$ cat src/rtl/ssm_sram_pkg.sv
// Shared types and helpers for the SRAM scan-out reader: address packing,
// scan state encoding and 4-bit-to-10-bit colour expansion.
package ssm_sram_pkg;

    localparam int ADDR_W  = 20;
    localparam int DATA_W  = 16;
    localparam int COORD_W = 10;
    localparam int CH_W    = 10;
    localparam int PIX_W   = 12;  // colour bits actually kept from a word (d[15:4])

    typedef enum logic [1:0] {
        S_IDLE  = 2'd0,
        S_FETCH = 2'd1,
        S_DONE  = 2'd2
    } scan_state_e;

    // SRAM address layout is {x, y}
    function automatic logic [ADDR_W-1:0] pack_xy(input logic [COORD_W-1:0] x,
                                                  input logic [COORD_W-1:0] y);
        return {x, y};
    endfunction

    // d[15:4] -> {R, G, B}, each nibble placed in the top of a 10-bit channel
    function automatic logic [3*CH_W-1:0] rgb_expand(input logic [PIX_W-1:0] d);
        return {d[11:8], 6'b0, d[7:4], 6'b0, d[3:0], 6'b0};
    endfunction

endpackage

$ cat src/rtl/scanout_fifo.sv
// Synchronous prefetch FIFO. Flush beats push/pop; read data is registered
// on pop and holds otherwise.
module scanout_fifo #(
    parameter int DEPTH = 16,
    parameter int W     = 12
) (
    input  logic                   i_clk,
    input  logic                   i_rst,
    input  logic                   i_flush,
    input  logic                   i_push,
    input  logic [W-1:0]           i_wdata,
    input  logic                   i_pop,
    output logic [W-1:0]           o_rdata,
    output logic [$clog2(DEPTH):0] o_count,
    output logic                   o_full,
    output logic                   o_empty
);
    localparam int AW = $clog2(DEPTH);
    localparam int CW = AW + 1;

    logic [W-1:0]  r_mem [DEPTH];
    logic [AW-1:0] r_wr_ptr;
    logic [AW-1:0] r_rd_ptr;
    logic [CW-1:0] r_count;
    logic [W-1:0]  r_rdata;
    logic          w_push;
    logic          w_pop;

    assign o_full  = (r_count == CW'(DEPTH));
    assign o_empty = (r_count == '0);
    assign w_push  = i_push && !o_full;
    assign w_pop   = i_pop && !o_empty;
    assign o_count = r_count;
    assign o_rdata = r_rdata;

    // storage write; pointers wrap naturally since DEPTH is a power of two
    always_ff @(posedge i_clk) begin
        if (!i_rst && !i_flush && w_push)
            r_mem[r_wr_ptr] <= i_wdata;
    end

    // pointers, occupancy and registered read data
    always_ff @(posedge i_clk) begin
        if (i_rst) begin
            r_wr_ptr <= '0;
            r_rd_ptr <= '0;
            r_count  <= '0;
            r_rdata  <= '0;
        end else if (i_flush) begin
            r_wr_ptr <= '0;
            r_rd_ptr <= '0;
            r_count  <= '0;
        end else begin
            if (w_push)
                r_wr_ptr <= r_wr_ptr + 1'b1;
            if (w_pop) begin
                r_rd_ptr <= r_rd_ptr + 1'b1;
                r_rdata  <= r_mem[r_rd_ptr];
            end
            case ({w_push, w_pop})
                2'b10:   r_count <= r_count + 1'b1;
                2'b01:   r_count <= r_count - 1'b1;
                default: r_count <= r_count;
            endcase
        end
    end

endmodule

$ cat src/rtl/sram_scanout_reader.sv
// SRAM read port for VGA scan-out: prefetches the frame in raster order into
// a small FIFO, serves one pixel per display request, and time-shares the
// SRAM bus with a single-word write port for the drawing logic.
module sram_scanout_reader
    import ssm_sram_pkg::*;
#(
    parameter int H_ACTIVE   = 640,
    parameter int V_ACTIVE   = 480,
    parameter int FIFO_DEPTH = 16,
    parameter int LOW_WM     = 4
) (
    input  logic              iCLK,
    input  logic              iRST,
    input  logic              iFrame_Start,
    input  logic              iPix_Req,
    output logic [CH_W-1:0]   oRed,
    output logic [CH_W-1:0]   oGreen,
    output logic [CH_W-1:0]   oBlue,
    output logic              oUnderflow,
    input  logic              iWr_Req,
    input  logic [ADDR_W-1:0] iWr_Addr,
    input  logic [DATA_W-1:0] iWr_Data,
    output logic              oWr_Ack,
    output logic [ADDR_W-1:0] oSRAM_ADDR,
    output logic              oSRAM_WE_N,
    output logic              oSRAM_OE_N,
    output logic              oSRAM_DQ_OE,
    output logic [DATA_W-1:0] oSRAM_DQ,
    input  logic [DATA_W-1:0] iSRAM_DQ
);
    localparam int CW = $clog2(FIFO_DEPTH) + 1;
    localparam logic [CW:0]      DEPTH_C = (CW+1)'(FIFO_DEPTH);
    localparam logic [CW-1:0]    LWM_C   = CW'(LOW_WM);
    localparam logic [COORD_W-1:0] X_LAST = COORD_W'(H_ACTIVE - 1);
    localparam logic [COORD_W-1:0] Y_LAST = COORD_W'(V_ACTIVE - 1);

    scan_state_e         r_state;
    logic [COORD_W-1:0]  r_x;
    logic [COORD_W-1:0]  r_y;
    logic                r_rd_inflight;
    logic [ADDR_W-1:0]   r_addr;
    logic [DATA_W-1:0]   r_dq;
    logic                r_oe_n;
    logic                r_we_n;
    logic                r_dq_oe;
    logic                r_wr_ack;
    logic                r_underflow;
    logic                r_zero;

    logic [PIX_W-1:0]    w_rdata;
    logic [CW-1:0]       w_count;
    logic                w_full;
    logic                w_empty;
    logic [CW:0]         w_level_sum;
    logic                w_wr_pend;
    logic                w_rd_elig;
    logic                w_do_rd;
    logic                w_do_wr;
    logic                w_push;
    logic                w_pop;
    logic                w_under;
    logic [3*CH_W-1:0]   w_rgb;
    logic                w_unused_lsb;

    // low nibble of each word carries no colour
    assign w_unused_lsb = ^iSRAM_DQ[3:0];

    // ack is registered, so the requester still shows the same request during
    // its ack cycle; masking it there prevents a duplicate write
    assign w_wr_pend   = iWr_Req && !r_wr_ack;
    assign w_level_sum = {1'b0, w_count} + {{CW{1'b0}}, r_rd_inflight};
    assign w_rd_elig   = (r_state == S_FETCH) && !iFrame_Start && !w_full &&
                         (w_level_sum < DEPTH_C);
    assign w_do_rd     = w_rd_elig && (!w_wr_pend || (w_count <= LWM_C));
    assign w_do_wr     = !w_do_rd && w_wr_pend;

    // read data lands at the end of its bus cycle; a restart discards it
    assign w_push  = r_rd_inflight && !iFrame_Start;
    assign w_pop   = iPix_Req && !w_empty && !iFrame_Start;
    assign w_under = iPix_Req && (w_empty || iFrame_Start);

    scanout_fifo #(
        .DEPTH (FIFO_DEPTH),
        .W     (PIX_W)
    ) u_fifo (
        .i_clk   (iCLK),
        .i_rst   (iRST),
        .i_flush (iFrame_Start),
        .i_push  (w_push),
        .i_wdata (iSRAM_DQ[15:4]),
        .i_pop   (w_pop),
        .o_rdata (w_rdata),
        .o_count (w_count),
        .o_full  (w_full),
        .o_empty (w_empty)
    );

    // scan FSM: raster counters advance on every read issue
    always_ff @(posedge iCLK) begin
        if (iRST) begin
            r_state <= S_IDLE;
            r_x     <= '0;
            r_y     <= '0;
        end else if (iFrame_Start) begin
            r_state <= S_FETCH;
            r_x     <= '0;
            r_y     <= '0;
        end else if (w_do_rd) begin
            if (r_x == X_LAST) begin
                r_x <= '0;
                if (r_y == Y_LAST)
                    r_state <= S_DONE;
                else
                    r_y <= r_y + 1'b1;
            end else begin
                r_x <= r_x + 1'b1;
            end
        end
    end

    // registered SRAM bus: one read, one write or idle per cycle
    always_ff @(posedge iCLK) begin
        if (iRST) begin
            r_addr        <= '0;
            r_dq          <= '0;
            r_oe_n        <= 1'b1;
            r_we_n        <= 1'b1;
            r_dq_oe       <= 1'b0;
            r_wr_ack      <= 1'b0;
            r_rd_inflight <= 1'b0;
        end else begin
            r_oe_n        <= !w_do_rd;
            r_we_n        <= !w_do_wr;
            r_dq_oe       <= w_do_wr;
            r_wr_ack      <= w_do_wr;
            r_rd_inflight <= w_do_rd;
            if (w_do_rd)
                r_addr <= pack_xy(r_x, r_y);
            else if (w_do_wr) begin
                r_addr <= iWr_Addr;
                r_dq   <= iWr_Data;
            end
        end
    end

    // pixel status: zero the colour after a starved request, sticky underflow
    always_ff @(posedge iCLK) begin
        if (iRST) begin
            r_underflow <= 1'b0;
            r_zero      <= 1'b0;
        end else begin
            if (w_under)
                r_underflow <= 1'b1;
            else if (iFrame_Start)
                r_underflow <= 1'b0;
            if (w_under)
                r_zero <= 1'b1;
            else if (w_pop)
                r_zero <= 1'b0;
        end
    end

    assign w_rgb  = r_zero ? '0 : rgb_expand(w_rdata);
    assign oRed   = w_rgb[3*CH_W-1 -: CH_W];
    assign oGreen = w_rgb[2*CH_W-1 -: CH_W];
    assign oBlue  = w_rgb[CH_W-1:0];

    assign oUnderflow  = r_underflow;
    assign oWr_Ack     = r_wr_ack;
    assign oSRAM_ADDR  = r_addr;
    assign oSRAM_DQ    = r_dq;
    assign oSRAM_OE_N  = r_oe_n;
    assign oSRAM_WE_N  = r_we_n;
    assign oSRAM_DQ_OE = r_dq_oe;

endmodule

$ cat config.mk
export PLATFORM = sky130hd
export DESIGN_NAME = sram_scanout_reader
export DESIGN_NICKNAME = d
export VERILOG_FILES = /design/src/rtl/ssm_sram_pkg.sv /design/src/rtl/scanout_fifo.sv /design/src/rtl/sram_scanout_reader.sv
export SDC_FILE = /design/constraint.sdc
export NUM_CORES = 1
export LEC_CHECK = 0
export CAP_MARGIN = 40
export CELL_PAD_IN_SITES_DETAIL_PLACEMENT = 1
export CELL_PAD_IN_SITES_GLOBAL_PLACEMENT = 2
export CORE_UTILIZATION = 42
export DETAILED_ROUTE_END_ITERATION = 8
export PLACE_DENSITY_LB_ADDON = 0.1
export SLEW_MARGIN = 10
export SYNTH_ARGS = -nofsm -noshare
export SYNTH_HDL_FRONTEND = slang
export SYNTH_SLANG_ARGS = --single-unit
$ cat constraint.sdc
create_clock -name iCLK -period 6.15 [get_ports iCLK]
set_clock_uncertainty 0.15 [all_clocks]
set_input_delay 0.9225 -clock iCLK [delete_from_list [all_inputs] [get_ports iCLK]]
set_output_delay 0.9225 -clock iCLK [all_outputs]
set_load 0.03 [all_outputs]
Figure 1. Signal metal coverage by tile (run 1).
33 x 33 tiles, from dark blue (low) to red (high), scaled to the fullest tile. Values are wire area over tile area, all layers added.
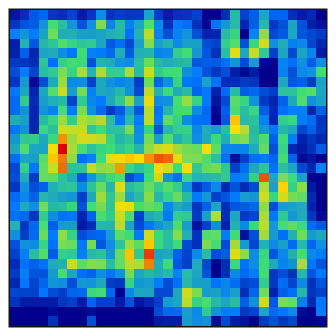
fullest tile: 0.49
tiles over half the peak: 19%
mean over tiles: 0.16
nearly empty tiles: 5.1%

Figure 2. Nets reached from selected ports (run 1).
The bar under the picture is 50 microns long.
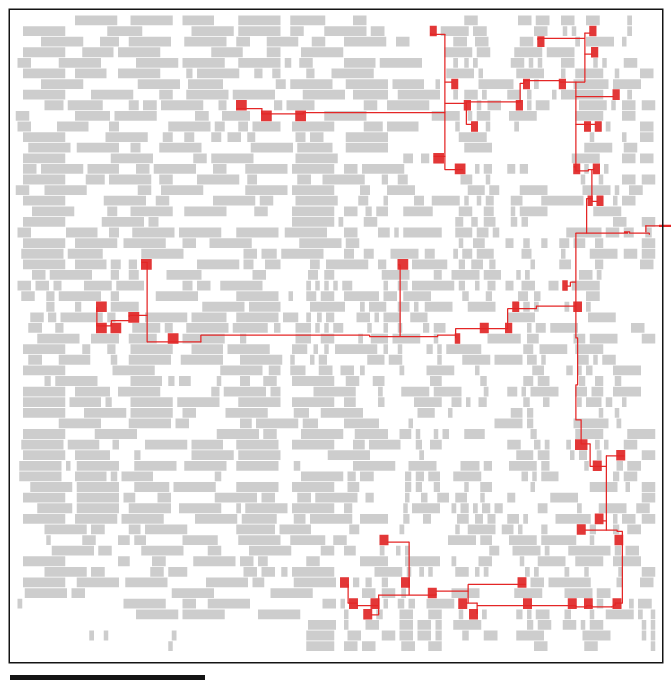
legend:
  iRST:
    color: red
    bits: 1
    direction: input
    end_cells: 55
    buffers: 2
    wire: 701 microns
PortBufs: 105
Top-Level Pins: 128

Figure 3. Cell outlines without signal wires (run 1).
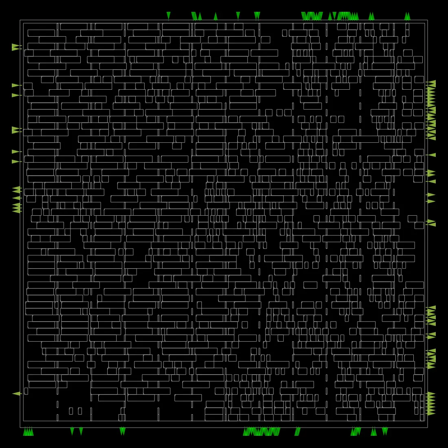
Final Instance Count excl. Fillers: 1328
std cell rows: 60
Seq/total area: 0.540
tap cells: 341

Figure 4. Cells colored by class (run 1).
Fill, decap, tap and diode cells in gray.
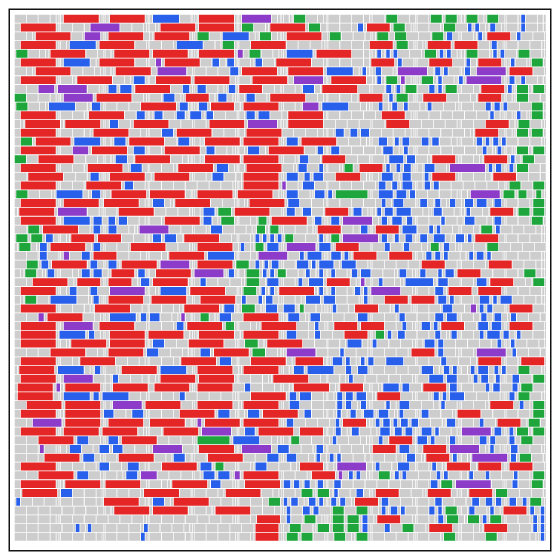
legend:
  remaining buffers and delay cells:
    color: green
    cells: 132
    share_of_their_area: 9.7%
  clock drivers and dummy loads:
    color: purple
    cells: 55
    share_of_their_area: 7.8%
  sequential cells:
    color: red
    cells: 281
    share_of_their_area: 56%
  combinational and other logic:
    color: blue
    cells: 519
    share_of_their_area: 27%

==> impl_metrics.env, run 1 <==
# implementation run metrics
export IMPL_outcome="finished clean"
export IMPL_tightest_slew_ns=0.794
export IMPL_yosysCellCount=859
export IMPL_logic_family="simple AND/OR/NAND/NOR gates"
export IMPL_postRouteAntennaNets=0
export IMPL_final_cell_mix="192 x edfxtp_1, 104 x clkdlybuf4s50_1, 87 x dfxtp_1"
export IMPL_cts_root_buffer="clkbuf_16"
export IMPL_crit_path_start="iFrame_Start"
export IMPL_drc=0
export IMPL_endpoint="u_fifo.o_count[4]"
export IMPL_grt_start_max_net_pins=56
export IMPL_lay_top_count="edfxtp_1"
export IMPL_r2r_end="u_fifo.o_count[4]"
export IMPL_slew_headroom=0.470
export IMPL_avgSynthCellArea_sq_um=13.3
export IMPL_core_area_sq_mm=0.0269
export IMPL_max_freq_mhz=276
export IMPL_tool_warnings=34
export IMPL_post_cts_resized=0
export IMPL_drv_slew=0
export IMPL_fp_util=0.427
export IMPL_hold_viol_final=0
export IMPL_hold_depth=2
export IMPL_path_delay_family="buffers and inverters"
export IMPL_fa_ha_area_frac=0.0120
export IMPL_ys_sh_simple=0.112
export IMPL_tns_ns=0
export IMPL_crit_cells=12
export IMPL_ys_area_sq_mm=0.0115
export IMPL_path_max_fanout=31
export IMPL_wire_per_inst_microns=21.7
export IMPL_ys_seq_frac=0.658
export IMPL_path_clk_slew_ns=0.06
export IMPL_die_h_microns=167
export IMPL_grt_overflow=0
export IMPL_placed_cell_area_sq_mm=0.0129
export IMPL_vias=7306
export IMPL_insertedDiodeCount=0
export IMPL_final_area_sq_mm=0.0140
export IMPL_synthesis_area_sq_mm=0.0115
export IMPL_rsz0062_at_grt="no"
export IMPL_ys_flop_type="edfxtp_1"
export IMPL_met3_usage=0.0253
export IMPL_crit_arrival_ns=3.95
export IMPL_use_met2=0.382
export IMPL_use_met1=0.260
export IMPL_synth_cells=859
export IMPL_tritoncts="yes"
export IMPL_layout_nets=1032
export IMPL_setup_viol=0
export IMPL_fin_ws_ns=2.53
export IMPL_dr_pass1_iters=4
export IMPL_critPathSlowestCell="clkdlybuf4s50_1"
export IMPL_worstSetupPathType="input port to register"
export IMPL_yosysTopAreaCellShare=0.503
export IMPL_aoi_share=0.0733
export IMPL_required_ns=6.49
export IMPL_area_growth_pct=21.9
export IMPL_path_buffers=3
export IMPL_cts_hold_buf=0
export IMPL_mux_area_frac=0.0914
export IMPL_place_congestion=0.779
export IMPL_grt_pass1_wl_microns=45200
export IMPL_r2r_slack_ns=2.56
export IMPL_critPathCaptureType="register"
export IMPL_htreeDepth=1
export IMPL_p_leak_nw=4.61
export IMPL_dp_hpwl_microns=18800
export IMPL_r2r_start="u_fifo.o_count[1]"
export IMPL_cts_sinks=281
export IMPL_hold_path_class="register to register"
export IMPL_drive_above_1_share=0.117
export IMPL_drv_cap=0
export IMPL_antenna_found_initial=0
export IMPL_synth_edff_count=192
export IMPL_chipArea_sq_mm=0.0280
export IMPL_drt_iter0_drc=330
export IMPL_yosysTopAreaCell="edfxtp_1"
export IMPL_postCtsSetupRepairBufs=0
export IMPL_min_to="oSRAM_DQ[2]"
export IMPL_grt_pass1_vias=7872
export IMPL_routed_wirelength_microns=28800
export IMPL_finalCriticalPeriod_ns=3.62
export IMPL_pre_cts_ws_ns=1.99
## run 1: sequential cells by signal (all words and copies together) (netlist names), 2 cells and up
name	cells
r_x	10
r_state	2
u_fifo.o_rdata	12
oSRAM_ADDR	20
oSRAM_DQ	16
u_fifo.o_count	5
u_fifo.r_mem	192
u_fifo.r_rd_ptr	4
u_fifo.r_wr_ptr	4
r_y	10
## run 1: worst min-delay path, stage by stage (launching register included)
cell and delay, ns:
dfxtp_1 0.31, nand2_1 0.05, a21oi_1 0.05
## run 1: stage by stage
stage                util  total power [mW]  hold WS, ns  cells
floorplan               -              2.22        0.299    876
global placement    0.474              2.31        0.294   1260
detailed placement  0.481              2.32        0.302   1273
CTS                 0.520              4.24        0.311   1328
global route        0.520              4.31        0.325   1328
finish              0.520              4.19        0.307   1328
## run 1: layout make-up
type	instances	area, sq um
well taps	341	427
clock buffers	39	835
fillers	2645	12900
repair buffers	132	1320
clock inverters	16	225
flip-flops and latches	281	7550
multi-input cells	511	3590
inverters	8	30.0
## run 1: metal layers
metal | vias to the layer above | part of all wire | routed length, microns
met3 | 36 | 0.030 | 856
met2 | 145 | 0.52 | 14900
met5 | - | 0 | 0
li1 | 3392 | - | -
met4 | 0 | 0.021 | 605
met1 | 3733 | 0.43 | 12500
## run 1: report_power, final
group,switching [mW],internal [mW]
sequential,0.0147,2.04
clock,0.746,1.16
combinational,0.141,0.0858
## run 1: logic make-up after synthesis
group                      after synthesis
muxes                                   76
DFF                                    281
other                                    1
xor gates and xnor gates                22
adders and majority gates               11
buffers and inverters                   84
and+or+nand+nor                        258
AOI/OAI and AO/OA                      126
Figure 5. Supply network (run 1).
The bar under the picture is 50 microns long. Pins as bars on the die edge. Tap cells in gray.
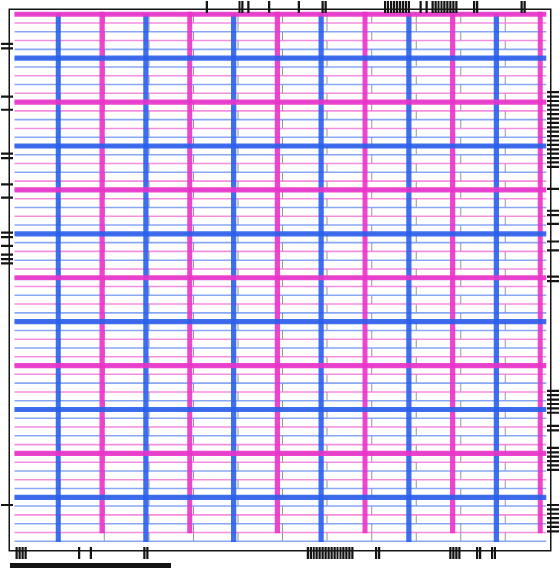

## Run 2: what changed since run 1
--- a/config.mk
+++ b/config.mk
@@ -8,7 +8,7 @@
 export CAP_MARGIN = 40
 export CELL_PAD_IN_SITES_DETAIL_PLACEMENT = 1
 export CELL_PAD_IN_SITES_GLOBAL_PLACEMENT = 2
-export CORE_UTILIZATION = 42
+export CORE_UTILIZATION = 35
 export DETAILED_ROUTE_END_ITERATION = 8
 export PLACE_DENSITY_LB_ADDON = 0.1
 export SLEW_MARGIN = 10
==> constraint.sdc (replaced) <==
create_clock -name iCLK -period 2.92 [get_ports iCLK]
set_clock_uncertainty 0.15 [all_clocks]
set_input_delay 0.438 -clock iCLK [delete_from_list [all_inputs] [get_ports iCLK]]
set_output_delay 0.438 -clock iCLK [all_outputs]
set_load 0.03 [all_outputs]
Figure 6. Supply network (run 2).
The bar under the picture is 50 microns long. Pins as bars on the die edge. Tap cells in gray.
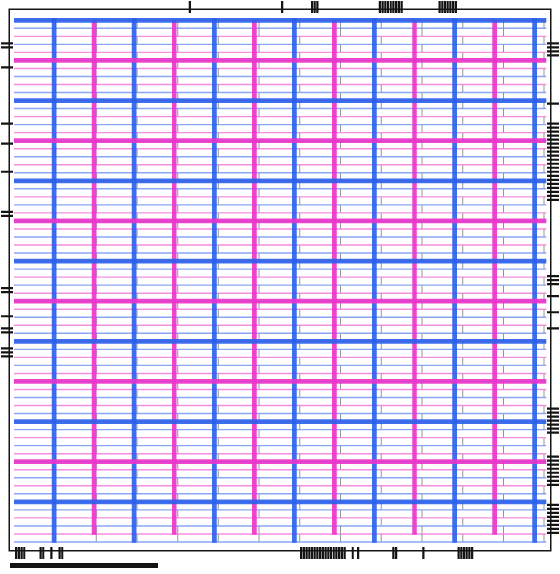
legend:
  VDD:
    color: magenta
  VSS:
    color: blue
tap cells: 435
signal pins: 128

==> run 2 against run 1 <==
  * Critical path depth decreased by 2
  * Largest cell class unchanged
  * Die area increased by 20%
  * Worst setup slack got worse by 2.4 ns
  * Largest power group unchanged
  * Combinational power increased by 120%
  * Clock power increased by 94%
  * Critical path type is now register to register
  * Critical endpoint unchanged
==> impl_metrics.env, run 2 <==
# implementation run metrics
export IMPL_outcome="finished clean"
export IMPL_tns_ns=0
export IMPL_netSwitchingFraction=0.219
export IMPL_grt_start_max_net_pins=55
export IMPL_r2r_slack_ns=0.10
export IMPL_use_met2=0.322
export IMPL_critPathCaptureType="register"
export IMPL_vias=7374
export IMPL_fp_util=0.360
export IMPL_top_layer_used="met4"
export IMPL_combPwrFrac=0.058
export IMPL_die_h_microns=183
export IMPL_cts_hold_buf=0
export IMPL_met3_usage=0.0268
export IMPL_seqPwrFrac=0.507
export IMPL_lay_top_count="edfxtp_1"
export IMPL_critPathSlowestCell="or4_4"
export IMPL_path_max_fanout=3
export IMPL_dp_cells=1394
export IMPL_drv_slew=0
export IMPL_cts_sinks=281
export IMPL_wl_met2_microns=15200
export IMPL_cts_root_buffer="clkbuf_16"
export IMPL_grt_pass1_wl_microns=46200
export IMPL_largest_register="u_fifo.r_mem"
export IMPL_slew_headroom=0.500
export IMPL_p_int_mw=6.67
export IMPL_tritoncts="yes"
export IMPL_antenna_found_initial=0
export IMPL_crit_path_start="u_fifo.o_count[0]"
export IMPL_worstSetupPathType="register to register"
export IMPL_dr_pass1_iters=5
export IMPL_area_growth_pct=25.3
export IMPL_synthesis_area_sq_mm=0.0115
export IMPL_yosysCellCount=859
export IMPL_grt_overflow=0
export IMPL_hold_path_class="input port to register"
export IMPL_ys_seq_frac=0.658
export IMPL_drt_iter0_drc=483
export IMPL_drc=0
export IMPL_layout_nets=1062
export IMPL_finalClockPeriodUsage=0.965
export IMPL_route_met3_wl_microns=1090
export IMPL_endpoint="u_fifo.o_count[4]"
export IMPL_hold_viol_final=0
export IMPL_yosysTopAreaCell="edfxtp_1"
export IMPL_yosysTopAreaCellShare=0.503
export IMPL_drive_above_1_share=0.149
export IMPL_logic_area_sq_mm=0.00365
export IMPL_htreeDepth=1
export IMPL_ff_latch_area_sq_mm=0.00755
export IMPL_path_clk_slew_ns=0.06
export IMPL_ys_flop_type="edfxtp_1"
export IMPL_ios=128
export IMPL_crit_arrival_ns=3.16
export IMPL_final_cell_mix="192 x edfxtp_1, 104 x clkdlybuf4s50_1, 87 x dfxtp_1"
export IMPL_drv_cap=0
export IMPL_chipArea_sq_mm=0.0335
export IMPL_ys_warn_count=0
export IMPL_insertedDiodeCount=0
export IMPL_p_clk_frac=0.435
export IMPL_p_switching_mw=1.87
export IMPL_use_met1=0.231
export IMPL_finalNonFillerCells=1454
export IMPL_place_congestion=0.801
export IMPL_tightest_slew_ns=0.751
export IMPL_grt_pass1_vias=7869
export IMPL_setup_viol=0
export IMPL_fillCellCount=3277
export IMPL_routed_wirelength_microns=29900
export IMPL_r2r_end="u_fifo.o_count[4]"
export IMPL_r2r_start="u_fifo.o_count[0]"
export IMPL_p_leak_nw=4.73
export IMPL_synth_cells=859
export IMPL_min_to="oSRAM_DQ[10]"
export IMPL_io_buffers=105
export IMPL_required_ns=3.26
export IMPL_row_count=65
export IMPL_hold_depth=3
export IMPL_tool_warnings=35
export IMPL_postRouteAntennaNets=0
export IMPL_dp_hpwl_microns=20300
export IMPL_synth_edff_count=192
export IMPL_fin_util=0.451
export IMPL_wire_per_inst_microns=20.6
export IMPL_wl_met1_microns=13000
export IMPL_largest_reg_flops=192
export IMPL_finalCriticalPeriod_ns=2.82
export IMPL_ys_area_sq_mm=0.0115
-- run 2: power groups by stage --
stage	registers (mW)	logic (mW)	clock network (mW)
after floorplan	4.49	0.186	0
after global placement	4.41	0.485	0
after detailed placement	4.41	0.499	0
after CTS	4.33	0.501	3.84
after global routing	4.33	0.533	3.99
final	4.33	0.496	3.71
-- run 2: worst max-delay path, delay by kind of cell, from the launching register on --
| family | cells | cell delay [ns] |
|---|---|---|
| simple gates | 2 | 0.90 |
| flops | 1 | 0.31 |
| compound gates | 5 | 0.87 |
| fa+ha+maj | 2 | 0.37 |
| xor+xnor | 1 | 0.14 |
-- run 2: logic make-up after synthesis --
logic type,count (synthesis),synth area share
AOI/OAI and AO/OA,126,0.0733
xor gates and xnor gates,22,0.0168
adders and majority gates,11,0.0120
buffers and inverters,84,0.0359
DFF,281,0.658
muxes,76,0.0914
other,1,0.000327
and+or+nand+nor,258,0.112
-- run 2: stage by stage --
stage	setup slack [ns]	hold slack, ns	cell area [sq um]	power, mW
finish	0.103	0.284	14400	8.53
global route	-0.0162	0.270	14400	8.86
CTS	0.0104	0.271	14300	8.67
detailed placement	-0.0350	0.303	13300	4.91
global placement	0.0140	0.294	13300	4.89
floorplan	-0.100	0.299	11600	4.67
-- run 2: cell type report --
| class | count | area share |
|---|---|---|
| clock buffer | 48 | 0.0619 |
| timing repair buffer | 161 | 0.112 |
| multi-input combinational | 511 | 0.254 |
| inverter | 8 | 0.00209 |
| clock inverter | 10 | 0.00627 |
| tap | 435 | 0.0379 |
| sequential | 281 | 0.526 |
-- run 2: timing repair --
action,CTS,global route
setup buffers,0,2
setup endpoints to repair,1,1
pin swaps,0,3
resized,1,5
Power figures rest on the tool's default switching activity, not on a simulated workload.
